===== config.mk =====
export PLATFORM = sky130hd
export DESIGN_NAME = fifo_param_flat
export DESIGN_NICKNAME = d
export VERILOG_FILES = /design/src/rtl/fifo_param_if.sv /design/src/rtl/fifo_param.sv /design/src/flat_wrapper.sv
export SDC_FILE = /design/constraint.sdc
export NUM_CORES = 1
export LEC_CHECK = 0
export CAP_MARGIN = 20
export CORE_MARGIN = 2
export CORE_UTILIZATION = 36
export CTS_CLUSTER_DIAMETER = 150
export CTS_CLUSTER_SIZE = 12
export DETAILED_ROUTE_END_ITERATION = 6
export GPL_TIMING_DRIVEN = 0
export PLACE_DENSITY = 0.51
export SYNTH_ARGS = -nofsm -noshare
export SYNTH_HDL_FRONTEND = slang
export SYNTH_SLANG_ARGS = --single-unit

===== constraint.sdc =====
create_clock -name clk -period 3.1 [get_ports clk]
set_clock_uncertainty 0.2 [all_clocks]
set_input_delay 0.93 -clock clk [delete_from_list [all_inputs] [get_ports clk]]
set_output_delay 0.93 -clock clk [all_outputs]
set_load 0.05 [all_outputs]

===== src/rtl/fifo_param_if.sv =====
// Handshake/status bundle for fifo_param: flush, push/pop, data and occupancy flags.
interface fifo_param_if #(
  parameter int unsigned DATA_W = 8,
  parameter int unsigned DEPTH  = 16
);
  localparam int unsigned CW = $clog2(DEPTH) + 1;

  logic              FIFO_clr;
  logic              push;
  logic              pop;
  logic [DATA_W-1:0] data_in;
  logic [DATA_W-1:0] data_out;
  logic              full;
  logic              empty;
  logic              almost_full;
  logic              almost_empty;
  logic [CW-1:0]     count;
  logic              overflow;
  logic              underflow;

  modport master (
    output FIFO_clr, push, pop, data_in,
    input  data_out, full, empty, almost_full, almost_empty, count, overflow, underflow
  );

  modport slave (
    input  FIFO_clr, push, pop, data_in,
    output data_out, full, empty, almost_full, almost_empty, count, overflow, underflow
  );
endinterface


===== src/rtl/fifo_param.sv =====
// Single-clock parameterised FIFO with sticky overflow/underflow and threshold flags.
// Define FIFO_PARAM_FWFT_EN for first-word-fall-through reads; default is a registered read.
module fifo_param #(
  parameter int unsigned DATA_W    = 8,
  parameter int unsigned DEPTH     = 16,
  parameter int unsigned AF_THRESH = DEPTH - 2,
  parameter int unsigned AE_THRESH = 2
) (
  input logic         clk,
  input logic         FIFO_reset,
  fifo_param_if.slave bus
);
  localparam int unsigned AW = $clog2(DEPTH);
  localparam int unsigned CW = AW + 1;

  logic [DATA_W-1:0] mem_q [DEPTH];
  logic [AW-1:0]     wr_ptr_q, wr_ptr_d;
  logic [AW-1:0]     rd_ptr_q, rd_ptr_d;
  logic [CW-1:0]     count_q, count_d;
  logic              overflow_q, overflow_d;
  logic              underflow_q, underflow_d;
  logic              full, empty;
  logic              wr_acc, rd_acc, mem_we;

  assign full  = (count_q == CW'(DEPTH));
  assign empty = (count_q == '0);

  // A pop on a full FIFO frees a slot in the same cycle, so the push may proceed.
  assign rd_acc = bus.pop & ~empty;
  assign wr_acc = bus.push & (~full | rd_acc);
  assign mem_we = wr_acc & ~FIFO_reset & ~bus.FIFO_clr;

  always_comb begin
    wr_ptr_d    = wr_ptr_q;
    rd_ptr_d    = rd_ptr_q;
    count_d     = count_q;
    overflow_d  = overflow_q;
    underflow_d = underflow_q;
    if (bus.FIFO_clr) begin
      wr_ptr_d    = '0;
      rd_ptr_d    = '0;
      count_d     = '0;
      overflow_d  = 1'b0;
      underflow_d = 1'b0;
    end else begin
      if (wr_acc) wr_ptr_d = wr_ptr_q + AW'(1);
      if (rd_acc) rd_ptr_d = rd_ptr_q + AW'(1);
      case ({wr_acc, rd_acc})
        2'b10:   count_d = count_q + CW'(1);
        2'b01:   count_d = count_q - CW'(1);
        default: count_d = count_q;
      endcase
      if (bus.push && full && !rd_acc) overflow_d  = 1'b1;
      if (bus.pop && empty)            underflow_d = 1'b1;
    end
  end

  always_ff @(posedge clk) begin
    if (FIFO_reset) begin
      wr_ptr_q    <= '0;
      rd_ptr_q    <= '0;
      count_q     <= '0;
      overflow_q  <= 1'b0;
      underflow_q <= 1'b0;
    end else begin
      wr_ptr_q    <= wr_ptr_d;
      rd_ptr_q    <= rd_ptr_d;
      count_q     <= count_d;
      overflow_q  <= overflow_d;
      underflow_q <= underflow_d;
    end
  end

  // Storage needs no reset; stale words are never visible once pointers are cleared.
  always_ff @(posedge clk) begin
    if (mem_we) mem_q[wr_ptr_q] <= bus.data_in;
  end

`ifdef FIFO_PARAM_FWFT_EN
  assign bus.data_out = empty ? '0 : mem_q[rd_ptr_q];
`else
  logic [DATA_W-1:0] data_out_q, data_out_d;

  always_comb begin
    data_out_d = data_out_q;
    if (bus.FIFO_clr)  data_out_d = '0;
    else if (rd_acc)   data_out_d = mem_q[rd_ptr_q];
  end

  always_ff @(posedge clk) begin
    if (FIFO_reset) data_out_q <= '0;
    else            data_out_q <= data_out_d;
  end

  assign bus.data_out = data_out_q;
`endif

  assign bus.full         = full;
  assign bus.empty        = empty;
  assign bus.almost_full  = (count_q >= CW'(AF_THRESH));
  assign bus.almost_empty = (count_q <= CW'(AE_THRESH));
  assign bus.count        = count_q;
  assign bus.overflow     = overflow_q;
  assign bus.underflow    = underflow_q;
endmodule


===== src/flat_wrapper.sv =====
// flat-port wrapper written by rule: the top's interface ports become plain ports
module fifo_param_flat 
#(
  parameter int unsigned DATA_W    = 8,
  parameter int unsigned DEPTH     = 16,
  parameter int unsigned AF_THRESH = DEPTH - 2,
  parameter int unsigned AE_THRESH = 2
)
  (clk, FIFO_reset, bus_FIFO_clr, bus_push, bus_pop, bus_data_in, bus_data_out, bus_full, bus_empty, bus_almost_full, bus_almost_empty, bus_count, bus_overflow, bus_underflow);
  fifo_param_if #(.DATA_W(DATA_W), .DEPTH(DEPTH)) bus_i ();
  input logic clk;
  input logic FIFO_reset;
  input wire logic [$bits(bus_i.FIFO_clr)-1:0] bus_FIFO_clr;
  input wire logic [$bits(bus_i.push)-1:0] bus_push;
  input wire logic [$bits(bus_i.pop)-1:0] bus_pop;
  input wire logic [$bits(bus_i.data_in)-1:0] bus_data_in;
  output wire logic [$bits(bus_i.data_out)-1:0] bus_data_out;
  output wire logic [$bits(bus_i.full)-1:0] bus_full;
  output wire logic [$bits(bus_i.empty)-1:0] bus_empty;
  output wire logic [$bits(bus_i.almost_full)-1:0] bus_almost_full;
  output wire logic [$bits(bus_i.almost_empty)-1:0] bus_almost_empty;
  output wire logic [$bits(bus_i.count)-1:0] bus_count;
  output wire logic [$bits(bus_i.overflow)-1:0] bus_overflow;
  output wire logic [$bits(bus_i.underflow)-1:0] bus_underflow;
  assign bus_i.FIFO_clr = bus_FIFO_clr;
  assign bus_i.push = bus_push;
  assign bus_i.pop = bus_pop;
  assign bus_i.data_in = bus_data_in;
  assign bus_data_out = bus_i.data_out;
  assign bus_full = bus_i.full;
  assign bus_empty = bus_i.empty;
  assign bus_almost_full = bus_i.almost_full;
  assign bus_almost_empty = bus_i.almost_empty;
  assign bus_count = bus_i.count;
  assign bus_overflow = bus_i.overflow;
  assign bus_underflow = bus_i.underflow;
  fifo_param #(.DATA_W(DATA_W), .DEPTH(DEPTH), .AF_THRESH(AF_THRESH), .AE_THRESH(AE_THRESH)) u_core (.clk(clk), .FIFO_reset(FIFO_reset), .bus(bus_i));
endmodule

==> flow_metrics.py <==
# Synthesis and PnR figures
metrics = {
    "finish": {
        "final_cell_mix": "edfxtp_1, mux2i_1, nor2_1, clkdlybuf4s50_1, dfxtp_1",
        "nets": 452,
        "regArea_um2": 4300,
        "layout.area.comb_um2": 1680,
        "area_delta_synth_final_pct": 21.4,
    },
    "clock_tree": {
        "hold_buffers": 0,
        "tritoncts": "done",
        "cts.path.max_buffers": 2,
        "htree_levels": 4,
    },
    "synthesis": {
        "async_flop_share": 0,
        "syn_area_per_cell_um2": 16.2,
        "dominantRegCellSynth": "edfxtp_1",
        "yosys_warnings": 0,
        "synth_seq_share": 0.710,
        "netlist.area_leader.share": 0.634,
        "yosys-top-cells-area": "edfxtp_1, dfxtp_1, mux2i_1, mux4_2, nor2_1",
        "synth.distinct_cells": 41,
        "yosysChipArea_um2": 6060,
        "synthAdderAreaFrac": 0.0219,
        "ys.flops": 151,
    },
    "floorplanning": {
        "dieWidth_um": 134,
        "die_h_um": 134,
        "io_pins": 32,
        "num_rows": 47,
    },
    "sta": {
        "setup_viol": 0,
        "fmax_mhz": 332,
        "rsz0062_at_grt": "false",
        "relSlewSlack": 0.322,
        "hold_ws_ns": 0.282,
    },
    "global_route": {
        "grt_pass1_vias": 3364,
        "track_usage": 0.161,
        "grt_antenna_before_repair": 0,
    },
    "routing": {
        "vias": 3320,
        "first_pass_iters": 4,
        "drc": 0,
        "wl_per_cell_um": 20.5,
        "ant_nets": 0,
        "drtIter0Drc": 324,
    },
    "outcome": {
        "status": "completed",
    },
    "job": {
        "warning_count": 29,
        "max_cap_violations": 0,
    },
    "pwr": {
        "power_frac_seq": 0.493,
        "power.share.combinational": 0.046,
        "p_sw_frac": 0.209,
        "switchingPower_w": 0.000941,
        "top_power_group": "registers",
        "p_total_w": 0.00451,
    },
    "worst_setup_path": {
        "crit_path_end_kind": "flop",
        "path_depth": 12,
        "cp_slowest_stage_delay_ns": 0.50,
        "crit_family": "buffers and inverters",
        "crit_path_top_delay_cell": "clkdlybuf4s50_1",
        "worstPathMaxFanout": 5,
        "crit_top_cell": "inv_2",
    },
    "placement": {
        "io_buffers": 31,
        "placed_cell_area_um2": 6660,
        "dp.cells": 626,
    },
}
[routing by layer]
metal / global-route usage / vias up / share of wire / routed length, µm
met4: 0.0567 / 0 / 0.013 / 174
li1: - / 1558 / - / -
met5: 0 / - / 0 / 0
met2: 0.251 / 85 / 0.46 / 6310
met3: 0.0382 / 12 / 0.042 / 568
met1: 0.223 / 1665 / 0.48 / 6530
[sequential cells by signal (all words and copies together), names as in the netlist]
register and count:
u_core.rd_ptr_q 4, u_core.bus.underflow 1, u_core.mem_q 128, u_core.bus.overflow 1, u_core.wr_ptr_q 4, u_core.bus.data_out 8, u_core.bus.count 5
[worst paths after layout]
path	slack (ns)	to	from
worst max-delay path	0.09	u_core.bus.count[4]$_SDFFE_PP0P_	bus_pop
worst min register to register	0.28	u_core.bus.underflow$_SDFFE_PP0P_	u_core.bus.underflow$_SDFFE_PP0P_
worst max register to register	0.27	u_core.bus.count[4]$_SDFFE_PP0P_	u_core.bus.count[3]$_SDFFE_PP0P_
worst min-delay path	0.28	u_core.bus.underflow$_SDFFE_PP0P_	u_core.bus.underflow$_SDFFE_PP0P_
[metrics by stage]
stage	setup TNS (ns)	setup WS, ns	utilization
2_1_floorplan	0	0.0137	-
3_5_place_dp	-49.87	-0.799	0.403
3_3_place_gp	-49.55	-0.783	0.403
6_report	0	0.0859	0.446
5_1_grt	0	0.00197	0.446
4_1_cts	0	0.0113	0.443
[repair_timing]
action | 4_1_cts | 5_1_grt
hold endpoints to repair | 0 | 0
pin swaps | 1 | 3
endpoints found under the setup margin | 36 | 35
setup buffers | 3 | 1
gates resized | 21 | 13
[area by class of cell]
cell class                 instances  area share
clock inverter                    13      0.0211
clock buffer                      19      0.0602
tap                              220      0.0374
timing repair buffer              35      0.0462
multi-input combinational        194       0.228
inverter                          11     0.00578
sequential                       151       0.585
buffer                            19      0.0165
**Cell placement**

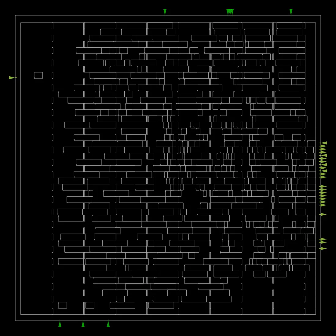
final sequential cell count: 151
Core Area: 16,500 µm²
final cell count without fillers: 662
Taps Inserted: 220
# fillers: 1,452

**Signal wires on met1**

Scale: 4 px per µm. Supply wires on this layer in gray. Cells faint in the background.
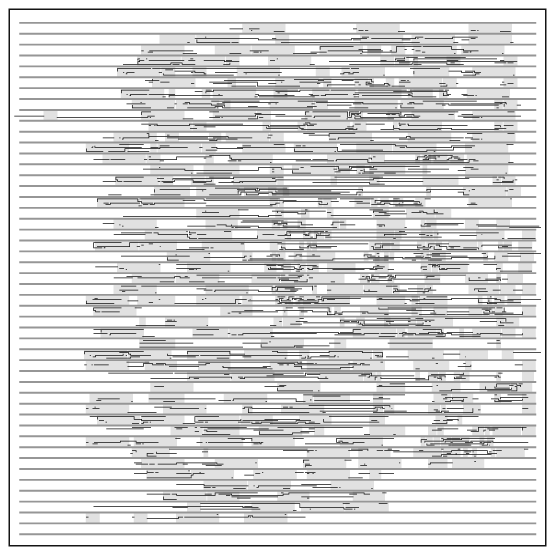
main direction = horizontal
share of all routed wire = 48%
longest straight run = 49.2 µm

**Local utilization**

Scale: 3 px per µm. 13 x 13 tiles, from dark blue (low) to red (high), 0 to 100% covered.
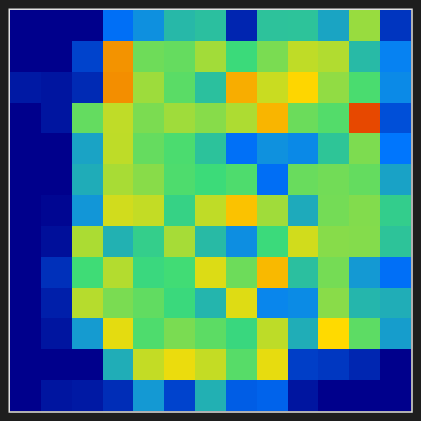
nearly empty tiles = 14%
tiles over 75% full = 5.3%
fullest tile = 92%
mean over tiles = 40%
final core utilization: 0.446
Floorplan Utilization: 0.367

Power and IR drop assume default switching activity.
